## src/rtl/data_ram_responder_pkg.sv

```systemverilog
// Shared definitions for the CPU data-memory responder: FSM encoding and
// default acknowledge timeout.
package data_ram_responder_pkg;

  typedef enum logic [1:0] {
    StIdle = 2'b00,
    StBusy = 2'b01,
    StDone = 2'b10,
    StErr  = 2'b11
  } ram_state_e;

  localparam int unsigned DefAckTimeout = 255;
  localparam int unsigned CntWidth      = 16;

  function automatic logic [31:0] word_addr(input logic [31:0] byte_addr);
    return {byte_addr[31:2], 2'b00};
  endfunction

endpackage

```

## src/rtl/data_ram_responder.sv

```systemverilog
// Bridges single-cycle CPU load/store requests to a handshaked backing memory,
// stalling the pipeline until mem_ack, a timeout, or an alignment fault.
module data_ram_responder
  import data_ram_responder_pkg::*;
#(
  parameter int unsigned ACK_TIMEOUT = DefAckTimeout,
  parameter bit          ADDR_CHECK  = 1'b1
) (
  input  logic        clk,
  input  logic        rst,

  input  logic        ram_cs,
  input  logic        ram_ren,
  input  logic        ram_wen,
  input  logic [31:0] ram_addr,
  input  logic [31:0] ram_din,
  output logic [31:0] ram_dout,
  output logic        ram_stall,
  output logic        bus_err,

  output logic        mem_req,
  output logic        mem_we,
  output logic [31:0] mem_addr,
  output logic [31:0] mem_wdata,
  input  logic        mem_ack,
  input  logic [31:0] mem_rdata
);

  localparam logic [CntWidth-1:0] TimeoutCnt = CntWidth'(ACK_TIMEOUT);

  ram_state_e          state_q, state_d;
  logic [CntWidth-1:0] cnt_q, cnt_d;
  logic [CntWidth-1:0] cnt_inc;
  logic                mem_req_q, mem_req_d;
  logic                mem_we_q, mem_we_d;
  logic [31:0]         mem_addr_q, mem_addr_d;
  logic [31:0]         mem_wdata_q, mem_wdata_d;
  logic [31:0]         ram_dout_q, ram_dout_d;
  logic                bus_err_q, bus_err_d;

  logic access_start;
  logic misaligned;

  assign access_start = ram_cs & (ram_ren | ram_wen);
  assign misaligned   = ADDR_CHECK && (ram_addr[1:0] != 2'b00);
  assign cnt_inc      = cnt_q + 1'b1;

  always_comb begin
    state_d     = state_q;
    cnt_d       = cnt_q;
    mem_req_d   = mem_req_q;
    mem_we_d    = mem_we_q;
    mem_addr_d  = mem_addr_q;
    mem_wdata_d = mem_wdata_q;
    ram_dout_d  = ram_dout_q;
    bus_err_d   = 1'b0;
    ram_stall   = 1'b0;

    unique case (state_q)
      StIdle: begin
        if (access_start) begin
          ram_stall = 1'b1;
          if (misaligned) begin
            state_d   = StErr;
            bus_err_d = 1'b1;
            // A faulting store leaves the last load result intact.
            if (!ram_wen) begin
              ram_dout_d = '0;
            end
          end else begin
            state_d     = StBusy;
            cnt_d       = '0;
            mem_req_d   = 1'b1;
            mem_we_d    = ram_wen;
            mem_addr_d  = word_addr(ram_addr);
            mem_wdata_d = ram_din;
          end
        end
      end

      StBusy: begin
        ram_stall = 1'b1;
        // An ack arriving in the timeout cycle still completes the access.
        if (mem_ack) begin
          state_d   = StDone;
          mem_req_d = 1'b0;
          if (!mem_we_q) begin
            ram_dout_d = mem_rdata;
          end
        end else if (cnt_inc == TimeoutCnt) begin
          state_d   = StErr;
          cnt_d     = cnt_inc;
          mem_req_d = 1'b0;
          bus_err_d = 1'b1;
          if (!mem_we_q) begin
            ram_dout_d = '0;
          end
        end else begin
          cnt_d = cnt_inc;
        end
      end

      StDone: begin
        state_d = StIdle;
      end

      StErr: begin
        state_d = StIdle;
      end
    endcase
  end

  always_ff @(posedge clk or posedge rst) begin
    if (rst) begin
      state_q     <= StIdle;
      cnt_q       <= '0;
      mem_req_q   <= 1'b0;
      mem_we_q    <= 1'b0;
      mem_addr_q  <= '0;
      mem_wdata_q <= '0;
      ram_dout_q  <= '0;
      bus_err_q   <= 1'b0;
    end else begin
      state_q     <= state_d;
      cnt_q       <= cnt_d;
      mem_req_q   <= mem_req_d;
      mem_we_q    <= mem_we_d;
      mem_addr_q  <= mem_addr_d;
      mem_wdata_q <= mem_wdata_d;
      ram_dout_q  <= ram_dout_d;
      bus_err_q   <= bus_err_d;
    end
  end

  assign mem_req   = mem_req_q;
  assign mem_we    = mem_we_q;
  assign mem_addr  = mem_addr_q;
  assign mem_wdata = mem_wdata_q;
  assign ram_dout  = ram_dout_q;
  assign bus_err   = bus_err_q;

endmodule
```

## config.mk

```make
export PLATFORM = sky130hd
export DESIGN_NAME = data_ram_responder
export DESIGN_NICKNAME = d
export VERILOG_FILES = /design/src/rtl/data_ram_responder_pkg.sv /design/src/rtl/data_ram_responder.sv
export SDC_FILE = /design/constraint.sdc
export NUM_CORES = 1
export LEC_CHECK = 0
export CAP_MARGIN = 10
export CORE_AREA = 2 2 103 125
export DETAILED_ROUTE_END_ITERATION = 10
export DIE_AREA = 0 0 105 127
export GPL_TIMING_DRIVEN = 0
export PLACE_DENSITY = 0.78
export SYNTH_ARGS = -nofsm -noshare
export SYNTH_HDL_FRONTEND = slang
export SYNTH_SLANG_ARGS = --single-unit
```

## constraint.sdc

```tcl
create_clock -name clk -period 4.9 [get_ports clk]
set_input_delay 0.98 -clock clk [delete_from_list [all_inputs] [get_ports clk]]
set_output_delay 0.98 -clock clk [all_outputs]
set_load 0.01 [all_outputs]
```

==> flow_summary.toml, run 1 <==
# yosys + openroad results
[yosys]
logic_family = "AND-OR/OR-AND gates"
syn_area_mm2 = 0.00535
yosys_warnings = 0
top_cell_area_share_pct = 53.8
syn_area_per_cell_um2 = 12.3
postSynthSeqShare_pct = 53.8
ys.flop_type = "dfrtp_1"
yosys-top-cells-area = "dfrtp_1 (54%), mux2_2 (12%), a41oi_2 (9.1%)"
yosysTopAreaCell = "dfrtp_1"
adder_share_pct = 0.468
ys_sh_mux_pct = 13.3
synth.distinct_cells = 45
netlist_instances = 436
synthArstFlopShare_pct = 100
synth.most_common_cell = "dfrtp_1"
edf_count = 0
common_cells = "dfrtp_1 (115), mux2_2 (59), nand2_1 (49)"
yosys_cells = 436

[final_layout]
layout.cells.most_common = "clkdlybuf4s50_1"
nMultiInputCombCells = 285
seqCellArea_mm2 = 0.00288
nets = 760
flops = 115
dominant-cell-class = "sequential cells"
seq_share_pct = 35.2
clkCellAreaFrac_pct = 7.27
sh_comb_area_pct = 27.9
drive_gt1_share_pct = 21.4
logic_area_mm2 = 0.00228
signal_buffers = 233
finalNonFillerCells = 830
nFillCells = 931
final_cell_mix = "clkdlybuf4s50_1 (199), dfrtp_1 (115), mux2_2 (59), nand2_1 (49), a21oi_1 (36)"

[cts]
cts_hold_buf = 0
cts.sinks = 115
postCtsSetupBuffers = 0
cts_buffer_depth = 2
cts_tree = "built"
ctsResizeCount = 0
clkTransAtPathRegs_ns = 0.06
htree_levels = 4
clock_latency_ns = 0.41
root_buffer = "clkbuf_16"

[setup_path]
crit_buf_inv = 2
worst_setup_path_end_kind = "output pin"
regToRegSetupSlack_ns = 2.21
cp-start-kind = "input pin"
r2r_cells = 9
cp.depth = 5
cp-startpoint = "ram_wen"
worstReg2RegEnd = "ram_dout[3]"
crit_path_cell_trace = "clkdlybuf4s50_1, o21a_1, nor2_1, nor2_1, clkdlybuf4s50_1"
arrival_ns = 2.63
worst-setup-path-type = "input pin to output pin"
r2r-start = "cnt_q[1]"
slowest_stage = "clkdlybuf4s50_1"
critPathMaxStageDelay_ns = 0.65
cp_max_fo = 4

[global_routing]
grt_util_all_layers_pct = 22.1
grt_max_degree = 68
grt_antenna_before_repair = 0
grt_pass1_vias = 4729
grt_pass1_wl_um = 23400

[power_and_ir_drop]
p_comb_uw = 1730
p_int_uw = 3020
p_seq_share_pct = 33.5
ir_worst_vdd_mv = 0.328
pwr_density_cell_mw_per_mm2 = 541
switchingPower_uw = 1400
pg_seq_uw = 1480
power_leader = "combinational logic"
switching_share_pct = 31.6
p_leak_uw = 0.00326
pwr-share-comb_pct = 39.1

[place]
finalWeightedCongestion = 0.882
place_inst = 798
dp_slack_ns = 1.30
numPortBuffers = 199

[floorplanning]
die-height_um = 127
n_tap_cell = 161
core_mm2 = 0.0120
rows = 44
die_area_mm2 = 0.0133
boundaryPins = 202

[drt]
first_pass_iters = 4
drcViolationCount = 0
drtIter0Drc = 153
vias_per_cell = 5.34
dr_total_vias = 4430

[timing]
tns_ns = 0
hold_viol = 0
period_used_pct = 73.6
final.setup_skew_ns = 0.0138
setup_viol = 0
setup_ws_ns = 1.29
max_freq_mhz = 277
maxSlewViolCount = 0
grt_setup_unrepaired = "no"

[min_path]
hold_depth = 1
hold_start = "mem_addr[12]"

[job]
maxCapViolations = 0

[status]
status = "finished clean"
run 1: stage by stage:
stage	total power, µW	instance area, µm²	utilization, %	hold WS, ns
floorplan	2300	5360	-	0.481
global placement	3180	7550	62.9	0.478
detailed placement	3240	7580	63.2	0.489
CTS	4470	8170	68.1	0.503
global route	4650	8170	68.1	0.514
finish	4420	8170	68.1	0.492
run 1: layer usage:
| layer | up-vias | track usage [%] | routed length [µm] |
|---|---|---|---|
| met5 | - | 0 | 0 |
| met4 | 0 | 9.96 | 377 |
| met3 | 29 | 8.16 | 1080 |
| met2 | 162 | 37.4 | 7260 |
| met1 | 2205 | 25.0 | 5640 |
| li1 | 2034 | - | - |
run 1: flip-flops by register name (all words and copies together) (netlist names):
name       count
mem_we         1
mem_wdata     32
bus_err        1
state_q        2
mem_addr      30
mem_req        1
cnt_q         16
ram_dout      32
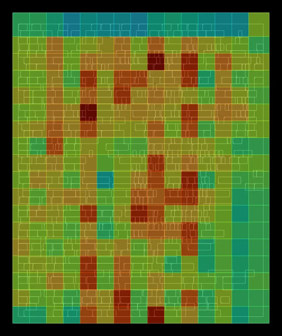
*Congestion heat map, run 1*
Top Usage Layer GRT: met2
WL per Instance: 17.3 µm

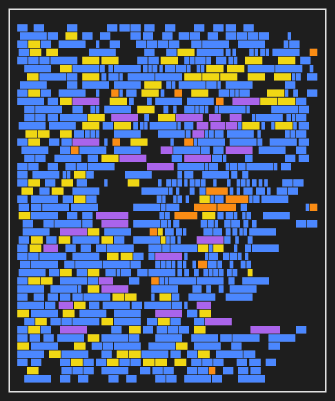
*Drive-strength map, run 1*
Scale: 3 px per µm.
_0 and _1 cells -> blue  # cells 526
_2 cells -> yellow  # cells 96
_6 and larger -> purple  # cells 30
_3 and _4 cells -> orange  # cells 17

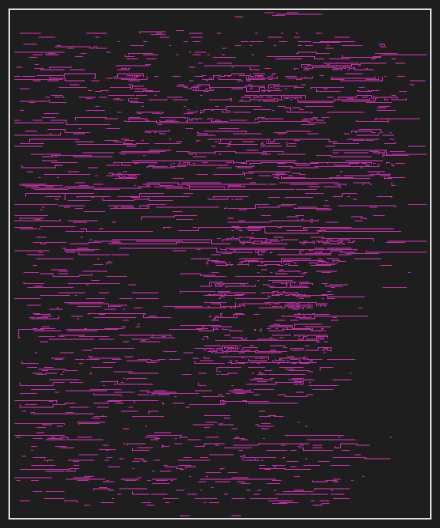
*The metal 1 layer, run 1*
Scale: 4 px per µm.
nets with wire on the layer = 670
longest straight run = 31.7 µm

--- run 2 (diff from run 1) ---
==> constraint.sdc (replaced) <==
create_clock -name clk -period 3.7 [get_ports clk]
set_input_delay 0.74 -clock clk [delete_from_list [all_inputs] [get_ports clk]]
set_output_delay 0.74 -clock clk [all_outputs]
set_load 0.01 [all_outputs]
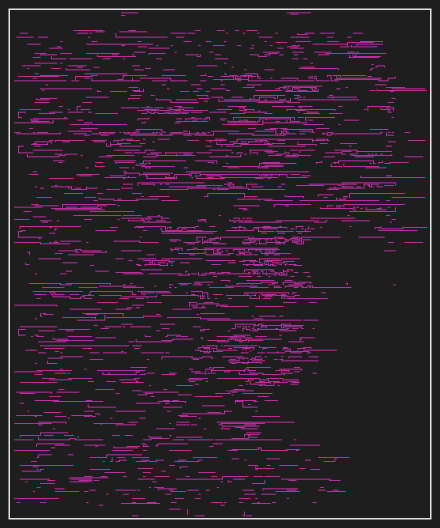
*The metal 1 layer, run 2*
Scale: 4 px per µm.
nets with wire on the layer = 673
main direction = horizontal
wire length on this layer = 5320 µm

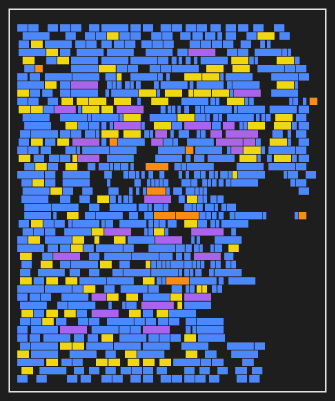
*Drive-strength map, run 2*
Scale: 3 px per µm.
_2 cells -> yellow  # cells 102
_3 and _4 cells -> orange  # cells 10
_6 and larger -> purple  # cells 29
_0 and _1 cells -> blue  # cells 529

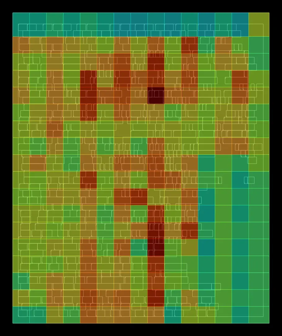
*Congestion heat map, run 2*
GRT met1 Usage: 23.6%
GRT Util Overall: 22.3%
GRT met3 Usage: 8.42%

==> run 2 against run 1 <==
Against the previous run: utilization about the same; design area about the same; sequential share of layout area is essentially flat; clock power up 34%; flip-flop count stayed put; critical path type unchanged; critical endpoint unchanged; largest cell class unchanged.
==> flow_summary.toml, run 2 <==
# yosys + openroad results
[status]
status = "finished clean"

[cts]
clock_latency_ns = 0.41
cts_tree = "built"
cts.sinks = 115
ctsResizeCount = 0
root_buffer = "clkbuf_16"
cts_buffer_depth = 2
cts_hold_buf = 0
htree_levels = 4
clkTransAtPathRegs_ns = 0.05

[global_routing]
grt_pass1_wl_um = 23500
grt_antenna_before_repair = 0
grt_pass1_vias = 4816
grt_max_degree = 41

[place]
place_area_mm2 = 0.00759
numPortBuffers = 199
finalWeightedCongestion = 0.807
place_inst = 799

[setup_path]
arrival_ns = 2.22
cp-start-kind = "input pin"
cp_max_fo = 4
worst-setup-path-type = "input pin to output pin"
worst_setup_path_end_kind = "output pin"
worstReg2RegEnd = "ram_dout[3]"
crit_buf_inv = 2
cp-startpoint = "ram_wen"
r2r-start = "cnt_q[0]"
critPathMaxStageDelay_ns = 0.59
r2r_cells = 9
regToRegSetupSlack_ns = 1.01

[power_and_ir_drop]
p_seq_share_pct = 33.6
p_total_uw = 5890
switching_share_pct = 31.1
pwr-share-comb_pct = 39.0
pg_seq_uw = 1980
p_comb_uw = 2300
power_leader = "combinational logic"
ir_worst_vdd_mv = 0.490
p_leak_uw = 0.00327
p_int_uw = 4060
switchingPower_uw = 1830

[floorplanning]
die-height_um = 127
die_area_mm2 = 0.0133
rows = 44
core_mm2 = 0.0120
boundaryPins = 202
n_tap_cell = 161

[final_layout]
sh_comb_area_pct = 27.9
seq_share_pct = 35.2
finalNonFillerCells = 831
layout.cells.most_common = "clkdlybuf4s50_1"
flops = 115
final_cell_mix = "clkdlybuf4s50_1 (199), dfrtp_1 (115), mux2_2 (59), nand2_1 (49), a21oi_1 (36)"
fin_util_pct = 68.2
nMultiInputCombCells = 285
clkCellAreaFrac_pct = 7.16
logic_area_mm2 = 0.00228
signal_buffers = 234
seqCellArea_mm2 = 0.00288
dominant-cell-class = "sequential cells"
nFillCells = 918

[min_path]
hold_start = "mem_addr[11]"
min_to = "mem_addr[11]"
hold_depth = 1
min_path_type = "register to register"

[timing]
tns_ns = 0
setup_viol = 0
setup_ws_ns = 0.744
whs_ns = 0.491
maxSlewViolCount = 0
final.setup_skew_ns = 0.00627
max_freq_mhz = 338
grt_setup_unrepaired = "no"
period_used_pct = 79.9
hold_viol = 0

[yosys]
yosys-top-cells-area = "dfrtp_1 (54%), mux2_2 (12%), a41oi_2 (9.1%)"
yosys_cells = 436
edf_count = 0
logic_family = "AND-OR/OR-AND gates"
postSynthSeqShare_pct = 53.8
adder_share_pct = 0.468
synth.distinct_cells = 45
yosys_warnings = 0
top_cell_area_share_pct = 53.8
ys_sh_mux_pct = 13.3
syn_area_per_cell_um2 = 12.3
synth.most_common_cell = "dfrtp_1"
netlist_instances = 436
syn_area_mm2 = 0.00535
yosysTopAreaCell = "dfrtp_1"
common_cells = "dfrtp_1 (115), mux2_2 (59), nand2_1 (49)"
ys.flop_type = "dfrtp_1"

[drt]
wire_per_inst_um = 17.3
first_pass_iters = 4
dr_total_vias = 4397
drcViolationCount = 0

[job]
maxCapViolations = 0
-- run 2: worst max-delay path by stage --
stage | slack [ns] | to | depth (start not counted)
6_report | 0.74 | ram_stall | 5
5_1_grt | 0.65 | ram_stall | 5
4_1_cts | 0.72 | ram_stall | 5
3_5_place_dp | 0.53 | mem_addr[12] | 6
3_3_place_gp | 0.50 | mem_addr[11] | 2
2_1_floorplan | 1.42 | ram_dout[10] | 9
-- run 2: layer usage --
layer | wire length (µm) | global-route usage, % | share of wire (%)
met1 | 5320 | 23.6 | 37
met2 | 7640 | 40.5 | 53
met3 | 1110 | 8.42 | 7.7
met4 | 290 | 8.08 | 2.0
met5 | 0 | 0 | 0
--- run 3 (diff from run 2) ---
--- a/config.mk
+++ b/config.mk
@@ -6,11 +6,11 @@
 export NUM_CORES = 1
 export LEC_CHECK = 0
 export CAP_MARGIN = 10
-export CORE_AREA = 2 2 103 125
+export CORE_AREA = 2 2 109 132
 export DETAILED_ROUTE_END_ITERATION = 10
-export DIE_AREA = 0 0 105 127
+export DIE_AREA = 0 0 111 134
 export GPL_TIMING_DRIVEN = 0
-export PLACE_DENSITY = 0.78
+export PLACE_DENSITY = 0.74
 export SYNTH_ARGS = -nofsm -noshare
 export SYNTH_HDL_FRONTEND = slang
 export SYNTH_SLANG_ARGS = --single-unit
==> constraint.sdc (replaced) <==
create_clock -name clk -period 2.4 [get_ports clk]
set_input_delay 0.48 -clock clk [delete_from_list [all_inputs] [get_ports clk]]
set_output_delay 0.48 -clock clk [all_outputs]
set_load 0.01 [all_outputs]
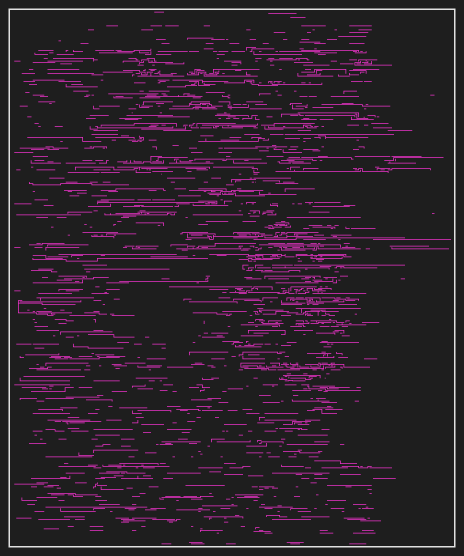
*The metal 1 layer, run 3*
Scale: 4 px per µm.
longest straight run = 29.4 µm
wire length on this layer = 5310 µm

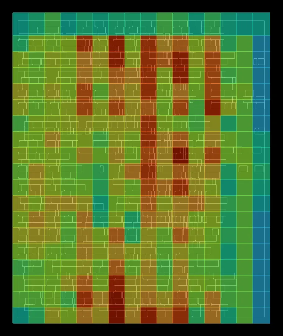
*Congestion heat map, run 3*
GRT met1 Usage: 22.0%
GR met2 Demand/Resource: 36.8%
Final Util: 61.1%
GRT Util Overall: 20.4%

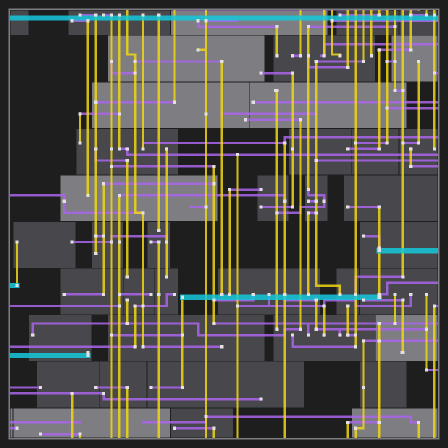
*Close-up of the layout, run 3*
Region (15, 88) to (40, 113) µm. Cells in gray, sequential cells in the stronger gray; small squares are vias.
metal 2 -> yellow
metal 3 -> cyan
metal 1 -> purple
sequential cells in the window = 7
cells with their middle in the window = 33
most frequent = clkdlybuf4s50_1 (7), dfrtp_1 (7), a41oi_2 (6)
netlist names of flops here include = `ram_dout` (7)

==> run 3 against run 2 <==
Against the previous run: global-route usage fell by 1.9 points; final cell count rose by 1.3%; clock-buffer cell count fell by 2; clock power rose by 56%; power rose by 56%; largest power group unchanged; combinational power rose by 58%.
==> flow_summary.toml, run 3 <==
# yosys + openroad results
[drt]
met2_length_um = 8100
routed.top_layer = "met4"
dr_wl_met3_um = 1170
first_pass_iters = 4
dr_total_vias = 4415
totalWireLength_um = 15000
drtIter0Drc = 204
met1_length_um = 5310
ant_nets = 0
vias_per_cell = 5.24
drcViolationCount = 0
wire_per_inst_um = 17.8

[yosys]
top_cell_area_share_pct = 53.8
compound_area_share_pct = 17.8
common_cells = "dfrtp_1 (115), mux2_2 (59), nand2_1 (49)"
postSynthSeqShare_pct = 53.8
yosysTopAreaCell = "dfrtp_1"
yosys_warnings = 0
synth.most_common_cell = "dfrtp_1"
ys.flop_type = "dfrtp_1"
ys_sh_mux_pct = 13.3
syn_area_per_cell_um2 = 12.3
yosys-top-cells-area = "dfrtp_1 (54%), mux2_2 (12%), a41oi_2 (9.1%)"
yosys_cells = 436
synth_simple_gate_area_share_pct = 9.65
netlist_instances = 436
adder_share_pct = 0.468
xor_area_share_pct = 1.31
ys.flops = 115
synth.distinct_cells = 45
syn_area_mm2 = 0.00535
edf_count = 0
synthArstFlopShare_pct = 100
ys_area_mm2 = 0.00535
logic_family = "AND-OR/OR-AND gates"

[place]
place_area_mm2 = 0.00763
numPortBuffers = 199
finalWeightedCongestion = 0.846
hpwl_um = 11200
place_inst = 810
dp_slack_ns = -0.654

[final_layout]
signal_buffers = 236
seqCellArea_mm2 = 0.00288
dominant-cell-class = "sequential cells"
num_antenna_cells = 0
clkCellAreaFrac_pct = 7.13
final_cell_mix = "clkdlybuf4s50_1 (198), dfrtp_1 (113), mux2_2 (59), nand2_1 (48), a21oi_1 (36)"
drive_gt1_share_pct = 23.5
finalNonFillerCells = 842
flops = 115
postLayoutCellArea_mm2 = 0.00830
sh_comb_area_pct = 28.1
syn2layout_area_growth_pct = 55.1
nonClockInverterCount = 4
nMultiInputCombCells = 285
clkbuf_count = 19
logic_area_mm2 = 0.00233
layout.cells.most_common = "clkdlybuf4s50_1"
seq_share_pct = 34.7
non_clock_buffer_area_share_pct = 27.3
nets = 763
nFillCells = 1077

[floorplanning]
fp_util_pct = 39.4
rows = 47
die-height_um = 134
core_mm2 = 0.0136
fp.dieW_um = 111
n_tap_cell = 171
die_area_mm2 = 0.0149
boundaryPins = 202

[power_and_ir_drop]
p_int_uw = 6290
p_seq_share_pct = 33.0
p_comb_uw = 3640
p_clk_share_pct = 27.4
p_clk_uw = 2520
pwr-share-comb_pct = 39.6
ir_worst_vdd_mv = 0.683
switching_share_pct = 31.6
p_total_uw = 9200
pg_seq_uw = 3040
power_leader = "combinational logic"
p_leak_uw = 0.00329
switchingPower_uw = 2910
pwr_density_cell_mw_per_mm2 = 1110

[timing]
fin_crit_ns = 2.30
period_used_pct = 96.0
setup_ws_ns = 0.0956
whs_ns = 0.441
max_freq_mhz = 434
maxSlewViolCount = 0
final.setup_skew_ns = 0.00953
setup_viol = 0
worst_slew_pin_slew_ns = 0.729
relSlewSlack_pct = 51.4
tns_ns = 0
hold_viol = 0

[setup_path]
cp-start-kind = "register"
r2r-start = "cnt_q[0]"
cp-startpoint = "cnt_q[0]"
r2r_cells = 8
worst-setup-path-type = "register to register"
worst_setup_path_end_kind = "register"
arrival_ns = 2.55
cp_max_fo = 10
crit_required_ns = 2.65

[cts]
root_buffer = "clkbuf_16"
clkTransAtPathRegs_ns = 0.06
ctsResizeCount = 10
cts_hold_buf = 0
cts.sinks = 115
cts_tree = "built"
clock_latency_ns = 0.41
htree_levels = 4
cts_buffer_depth = 2
postCtsSetupBuffers = 0
cts_buffers = 17

[global_routing]
busiest_layer = "met2"
grt_pass1_vias = 4862
use_met3_pct = 7.32
grt_overflow_total = 0
grt_antenna_before_repair = 0
grt_max_degree = 44
grt_pass1_wl_um = 24300

[status]
status = "finished clean"

[min_path]
min_path_type = "input pin to asynchronous set/reset pin"

[job]
maxCapViolations = 0
warnings = 27
run 3: cell counts after synthesis:
No cell type changed its count.
run 3: critical path, stage by stage, from the launching register on:
cell and delay (ns):
dfrtp_2 0.38, buf_4 0.15, nand4_4 0.16, nor4_4 0.41, nand3_2 0.14, a211oi_4 0.34, o211a_4 0.29, buf_8 0.17
a41oi_2 0.10
run 3: final timing paths:
| check | end | slack, ns |
|---|---|---|
| worst max-delay path | ram_dout[8] | 0.1 |
| worst min-delay path | mem_wdata[0] | 0.44 |
| worst max register to register | ram_dout[8] | 0.1 |
| worst min register to register | mem_addr[11] | 0.50 |
| max in group asynchronous | ram_dout[30] | 1.24 |
| min in group clk | mem_addr[11] | 0.50 |
Power is estimated from default activity; no workload was simulated.
